Fig. 1: clock wiring as the flow saved it
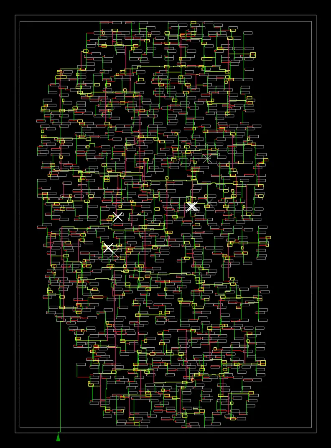
Fig. 2: routed metal, one colour a layer
The bar under the picture is 100 µm long. Two of the layers only.
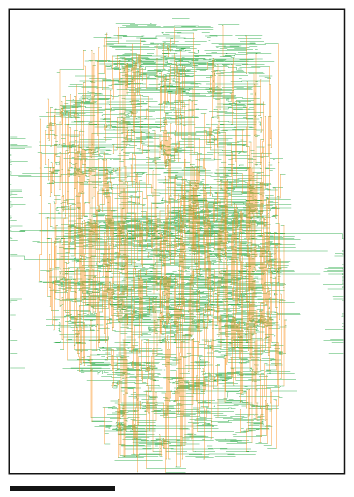
Fig. 3: supply network
The bar under the picture is 100 µm long. Pins as bars on the die edge. Tap cells in grey.
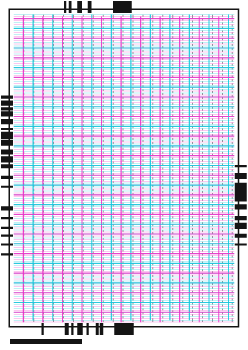
Fig. 4: cells coloured by class
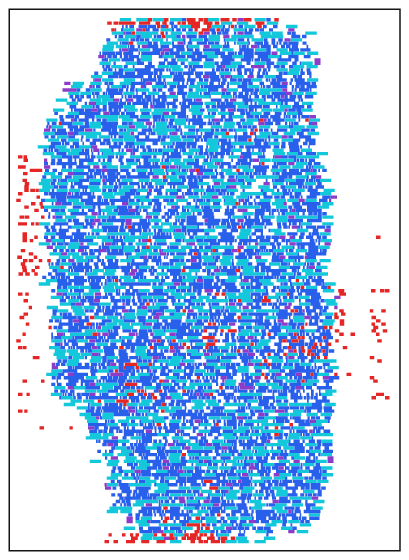
Fig. 5: clock network drawn from the DEF
The bar under the picture is 100 µm long.
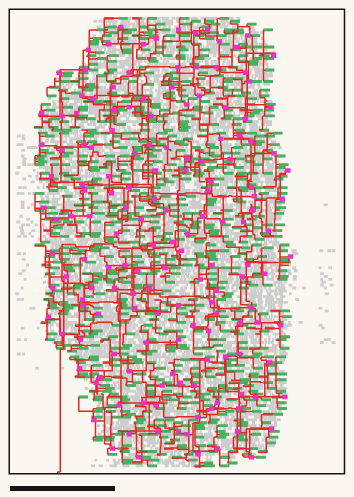
### config.mk
export PLATFORM = sky130hd
export DESIGN_NAME = regfile_mp
export DESIGN_NICKNAME = d
export VERILOG_FILES = /design/src/rtl/core_pkg.sv /design/src/rtl/regfile_scoreboard.sv /design/src/rtl/regfile_mp.sv
export SDC_FILE = /design/constraint.sdc
export NUM_CORES = 2
export LEC_CHECK = 0
export CAP_MARGIN = 20
export CORE_ASPECT_RATIO = 1.4
export CORE_MARGIN = 5
export CORE_UTILIZATION = 50
export CTS_BUF_LIST = sky130_fd_sc_hd__clkbuf_4 sky130_fd_sc_hd__clkbuf_8
export DETAILED_ROUTE_END_ITERATION = 7
export GPL_ROUTABILITY_DRIVEN = 0
export PLACE_DENSITY = 0.79
export SYNTH_ARGS = -nofsm -noshare
export SYNTH_HDL_FRONTEND = slang
export SYNTH_SLANG_ARGS = --single-unit
### constraint.sdc
create_clock -name clk -period 35.2 [get_ports clk]
set_clock_uncertainty 0.15 [all_clocks]
set_input_delay 5.28 -clock clk [delete_from_list [all_inputs] [get_ports clk]]
set_output_delay 5.28 -clock clk [all_outputs]
set_load 0.03 [all_outputs]
### src/rtl/core_pkg.sv
// Shared core constants and types for the integer register file.
package core_pkg;

  localparam int XLEN  = 32;
  localparam int NREGS = 32;
  localparam int AW    = $clog2(NREGS);

  typedef logic [AW-1:0]   reg_addr_t;
  typedef logic [XLEN-1:0] xdata_t;

endpackage

### src/rtl/regfile_scoreboard.sv
// Busy scoreboard: one bit per register with an outstanding late (wr1) write.
module regfile_scoreboard #(
  parameter int NREGS  = core_pkg::NREGS,
  parameter int AW     = $clog2(NREGS),
  parameter bit BYPASS = 1'b1
) (
  input  logic          clk,
  input  logic          rst,
  input  logic [AW-1:0] rd_addr_a,
  input  logic [AW-1:0] rd_addr_b,
  input  logic          wr1_en,
  input  logic [AW-1:0] wr1_addr,
  input  logic          rsv_en,
  input  logic [AW-1:0] rsv_addr,
  output logic          busy_a,
  output logic          busy_b
);

  logic [NREGS-1:0] busy_q;
  logic [NREGS-1:0] busy_d;

  // NOTE: every combinational output gets a default first so no path leaves it unassigned (no latch).
  always_comb begin
    busy_d = busy_q;
    if (wr1_en) busy_d[wr1_addr] = 1'b0;
    // A new reservation on the retiring register supersedes the clear.
    if (rsv_en) busy_d[rsv_addr] = 1'b1;
    busy_d[0] = 1'b0;
  end

  // NOTE: sequential state uses non-blocking assignments so all flops update together at the edge.
  always_ff @(posedge clk or posedge rst) begin
    if (rst) busy_q <= '0;
    else     busy_q <= busy_d;
  end

  function automatic logic lookup(input logic [NREGS-1:0] busy,
                                  input logic [AW-1:0]    addr,
                                  input logic             w1_en,
                                  input logic [AW-1:0]    w1_addr,
                                  input logic             r_en,
                                  input logic [AW-1:0]    r_addr);
    logic releasing;
    releasing = BYPASS && w1_en && (w1_addr == addr) && !(r_en && (r_addr == addr));
    return busy[addr] && !releasing;
  endfunction

  always_comb begin
    busy_a = 1'b0;
    busy_b = 1'b0;
    if (!rst) begin
      busy_a = lookup(busy_q, rd_addr_a, wr1_en, wr1_addr, rsv_en, rsv_addr);
      busy_b = lookup(busy_q, rd_addr_b, wr1_en, wr1_addr, rsv_en, rsv_addr);
    end
  end

endmodule

### src/rtl/regfile_mp.sv
// Integer register file: 2 combinational read ports, 2 write ports (wr1 wins),
// optional write-to-read bypass and an integrated late-write busy scoreboard.
module regfile_mp #(
  parameter int XLEN   = core_pkg::XLEN,
  parameter int NREGS  = core_pkg::NREGS,
  parameter bit BYPASS = 1'b1,
  localparam int AW    = $clog2(NREGS)
) (
  input  logic            clk,
  input  logic            rst,
  input  logic [AW-1:0]   rd_addr_a,
  input  logic [AW-1:0]   rd_addr_b,
  output logic [XLEN-1:0] rd_data_a,
  output logic [XLEN-1:0] rd_data_b,
  output logic            busy_a,
  output logic            busy_b,
  input  logic            wr0_en,
  input  logic [AW-1:0]   wr0_addr,
  input  logic [XLEN-1:0] wr0_data,
  input  logic            wr1_en,
  input  logic [AW-1:0]   wr1_addr,
  input  logic [XLEN-1:0] wr1_data,
  input  logic            rsv_en,
  input  logic [AW-1:0]   rsv_addr
);

  if (NREGS < 2 || (1 << AW) != NREGS) begin : g_bad_nregs
    $error("regfile_mp: NREGS must be a power of 2 and at least 2");
  end

  logic [XLEN-1:0] regs_q [NREGS];
  logic [XLEN-1:0] regs_d [NREGS];

  always_comb begin
    regs_d = regs_q;
    if (wr0_en) regs_d[wr0_addr] = wr0_data;
    if (wr1_en) regs_d[wr1_addr] = wr1_data;
    regs_d[0] = '0;
  end

  // NOTE: the storage array is reset because reads after reset must return 0, not X.
  always_ff @(posedge clk or posedge rst) begin
    if (rst) begin
      for (int i = 0; i < NREGS; i++) regs_q[i] <= '0;
    end else begin
      regs_q <= regs_d;
    end
  end

  function automatic logic [XLEN-1:0] read_mux(input logic [AW-1:0]   addr,
                                               input logic [XLEN-1:0] stored,
                                               input logic            w0_en,
                                               input logic [AW-1:0]   w0_addr,
                                               input logic [XLEN-1:0] w0_data,
                                               input logic            w1_en,
                                               input logic [AW-1:0]   w1_addr,
                                               input logic [XLEN-1:0] w1_data);
    if (addr == '0)                                return '0;
    else if (BYPASS && w1_en && w1_addr == addr)   return w1_data;
    else if (BYPASS && w0_en && w0_addr == addr)   return w0_data;
    else                                           return stored;
  endfunction

  // Gated by rst so bypassed write data cannot leak out while reset is held.
  always_comb begin
    rd_data_a = '0;
    rd_data_b = '0;
    if (!rst) begin
      rd_data_a = read_mux(rd_addr_a, regs_q[rd_addr_a], wr0_en, wr0_addr, wr0_data,
                           wr1_en, wr1_addr, wr1_data);
      rd_data_b = read_mux(rd_addr_b, regs_q[rd_addr_b], wr0_en, wr0_addr, wr0_data,
                           wr1_en, wr1_addr, wr1_data);
    end
  end

  regfile_scoreboard #(
    .NREGS  (NREGS),
    .AW     (AW),
    .BYPASS (BYPASS)
  ) u_scoreboard (
    .clk       (clk),
    .rst       (rst),
    .rd_addr_a (rd_addr_a),
    .rd_addr_b (rd_addr_b),
    .wr1_en    (wr1_en),
    .wr1_addr  (wr1_addr),
    .rsv_en    (rsv_en),
    .rsv_addr  (rsv_addr),
    .busy_a    (busy_a),
    .busy_b    (busy_b)
  );

endmodule

==> flow_summary.toml <==
# physical design summary
[outcome]
status = "finished, violations left"
violations = "DRC"

[yosys]
synth_adder_area_share_pct = 0
synthArstFlopShare_pct = 100
ys_warn_count = 0
synthTopCellsByArea = "dfrtp_1 (39%), mux2i_1 (16%), mux4_2 (15%)"
ys_sh_aoi_pct = 13.5
synthCells = 6382
synth_area_per_cell_um2 = 10.3
ys_area_mm2 = 0.0657
largest_area_cell = "dfrtp_1"
synthMostInstantiatedCell = "mux2i_1"
ys_seq_share_pct = 38.9
ys_sh_xor_pct = 0.400
ys_top_logic_family = "multiplexers"
postSynthNetCount = 6476
netlist_area_mm2 = 0.0657
top_cells_by_count = "mux2i_1 (1065), dfrtp_1 (1023), nand2_1 (607)"
synth_top_area_share_pct = 38.9
ys_cells = 6382
ys.flops = 1023
simple_gate_area_share_pct = 8.43
synth.mux.area_fraction_pct = 33.3
synth-edff-count = 0
ys.flop_type = "dfrtp_1"
ys_types = 64

[setup_path]
r2r_cells = 2
cp.arrival_ns = 10.24
crit_start = "rd_addr_a[1]"
cp_max_fo = 44
reg2reg_slack_ns = 34.15
cp-endpoint = "rd_data_a[12]"
cp-start-kind = "input port"
worst-setup-path-type = "input port to primary output"
crit_path_end_kind = "primary output"
required_ns = 29.77
r2r-end = "regs_q[184]$_DFF_PP0_"
rr_startpoint = "regs_q[184]$_DFF_PP0_"

[final_timing]
finalSetupTns_ns = 0
relSlewSlack_pct = 11.2
setup_viol = 0
fmax_mhz = 63.8
worst_pin_slew_ns = 1.33
drv_slew = 0
hold_violations = 0
finalCritPeriodShare_pct = 44.5
whs_ns = 0.353
finalCriticalPeriod_ns = 15.67
worst_slack_ns = 19.53
rsz0062_at_grt = "no"

[power_and_ir_drop]
leakage_nw = 30.3
peakVddDrop_v = 0.0000455
p_per_area_mw_per_mm2 = 55.0

[routing]
post_drt_via_cell_ratio = 7.35
vias = 58400
drc = 43
first_pass_iters = 8
first_iter_violations = 10400
wl_per_cell_um = 33.0
drt.antenna.violating_nets = 0
wirelength_um = 262000

[placement]
io_buffers = 159
dp_hpwl_um = 143000
place_ws_ns = 19.85

[clock_network]
numClockSinks = 1023
cts_made_buffers = 156
post-cts-setup-buffers = 0
clockRootBuffer = "clkbuf_8"
cts_buffer_depth = 3
cts_resized = 0
clk_pin_slew_ns = 0.07
clk_latency_ns = 0.93
cts_tree = "yes"
h-tree-depth = 4
hold_buffers = 0

[run]
drv_cap = 0
warnings = 45

[die]
core_area_mm2 = 0.131
die-area_mm2 = 0.139
fp_util_pct = 50.3
die-height_um = 439
row_count = 157
die_x_um = 316
ios = 160

[min_path]
min_path_cells = 2
holdPathEnd = "u_scoreboard.busy_q[15]$_DFF_PP0_"
hold_start = "u_scoreboard.busy_q[15]$_DFF_PP0_"
hold_class = "flop to flop"

[finish]
post_route_cells_drive_above_1_share_pct = 18.1
utilization_pct = 54.6
final_net_count = 6149
most-common-layout-cells = "mux2i_1 (1065), dfrtp_1 (1023), o21ai_0 (582)"
syn_to_final_growth_pct = 8.61
lay_top_count = "mux2i_1"

[global_route]
grt_overflow_total = 0
grt_pass1_vias = 57800
grt_first_pass_wirelength_um = 380000
track_usage_pct = 36.8
antenna_found_initial = 16
grt_max_degree = 182
-- Fig. 1 (at the start) --
Seq cells: 1023
power in the clock group: 0.00111 W

-- Fig. 2 (at the start) --
colour	layer	wire length
orange	M4	28.4 mm
green	M3	39.3 mm

-- Fig. 3 (at the start) --
colour	net
cyan	VDD
magenta	VSS
met4 straps	22
met5 straps	31
signal pins	160

-- Fig. 4 (at the start) --
colour	class	cells	share of their area
purple	clock drivers and dummy loads	278	5.0%
red	remaining buffers and delay cells	336	4.4%
cyan	registers	1023	37%
blue	remaining logic cells	4538	54%

-- Fig. 5 (at the start) --
[green] flip-flops | count: 1023
[magenta] clock-net drivers | count: 156
[red] clock wires | length: 14300 µm
routed clock nets	157

[worst max-delay path, cell delays in order]
cell	delay (ns)
clkbuf_8	0.41
buf_4	0.69
buf_4	0.68
nor2b_4	0.08
nand2_2	0.31
buf_4	0.56
o221ai_1	0.33
o32ai_1	0.93
clkdlybuf4s50_1	0.84
[layer usage]
metal,part of all wire [%],global-route usage [%],up-vias
met5,0.014,0.0355,-
met4,11,30.9,6
met3,15,14.6,1931
met2,42,52.9,5837
met1,32,43.0,27900
li1,-,-,22700
[report_power, final]
part	switching (W)	leakage [nW]	internal (W)
Clock	0.000522	1.82	0.000592
Combinational	0.000515	16.0	0.000547
Sequential	0.000263	12.4	0.00149
[sequential cells by signal, indices dropped and copies added, names as in the netlist]
name	count
regs_q	992
u_scoreboard.busy_q	31
[logic make-up (layout without fill, tap and decap cells)]
| group | after synthesis | in the layout |
|---|---|---|
| AND-OR/OR-AND | 1521 | 1521 |
| XOR/XNOR | 30 | 30 |
| buffers and inverters | 830 | 623 |
| flip-flops | 1023 | 1023 |
| multiplexers | 1617 | 1617 |
| other | 0 | 20 |
| AND/OR/NAND/NOR | 1361 | 1361 |
[layout make-up]
class | instances | area, µm²
clock inverters | 34 | 355
flip-flops and latches | 1023 | 25600
repair buffers | 336 | 3070
multi-input cells | 4529 | 37000
clock buffers | 244 | 3090
diodes | 20 | 50.0
fillers | 11000 | 59400
inverters | 9 | 37.5
well taps | 1749 | 2190
[metrics by stage]
step	total power, W	area, µm²	cells
after CTS	0.00387	71300	7918
after global placement	0.00271	67800	7638
after detailed placement	0.00278	67800	7640
final	0.00393	71400	7944
after global routing	0.00406	71400	7928
after floorplan	0.00247	65800	6382
Power is estimated from default activity; no workload was simulated.
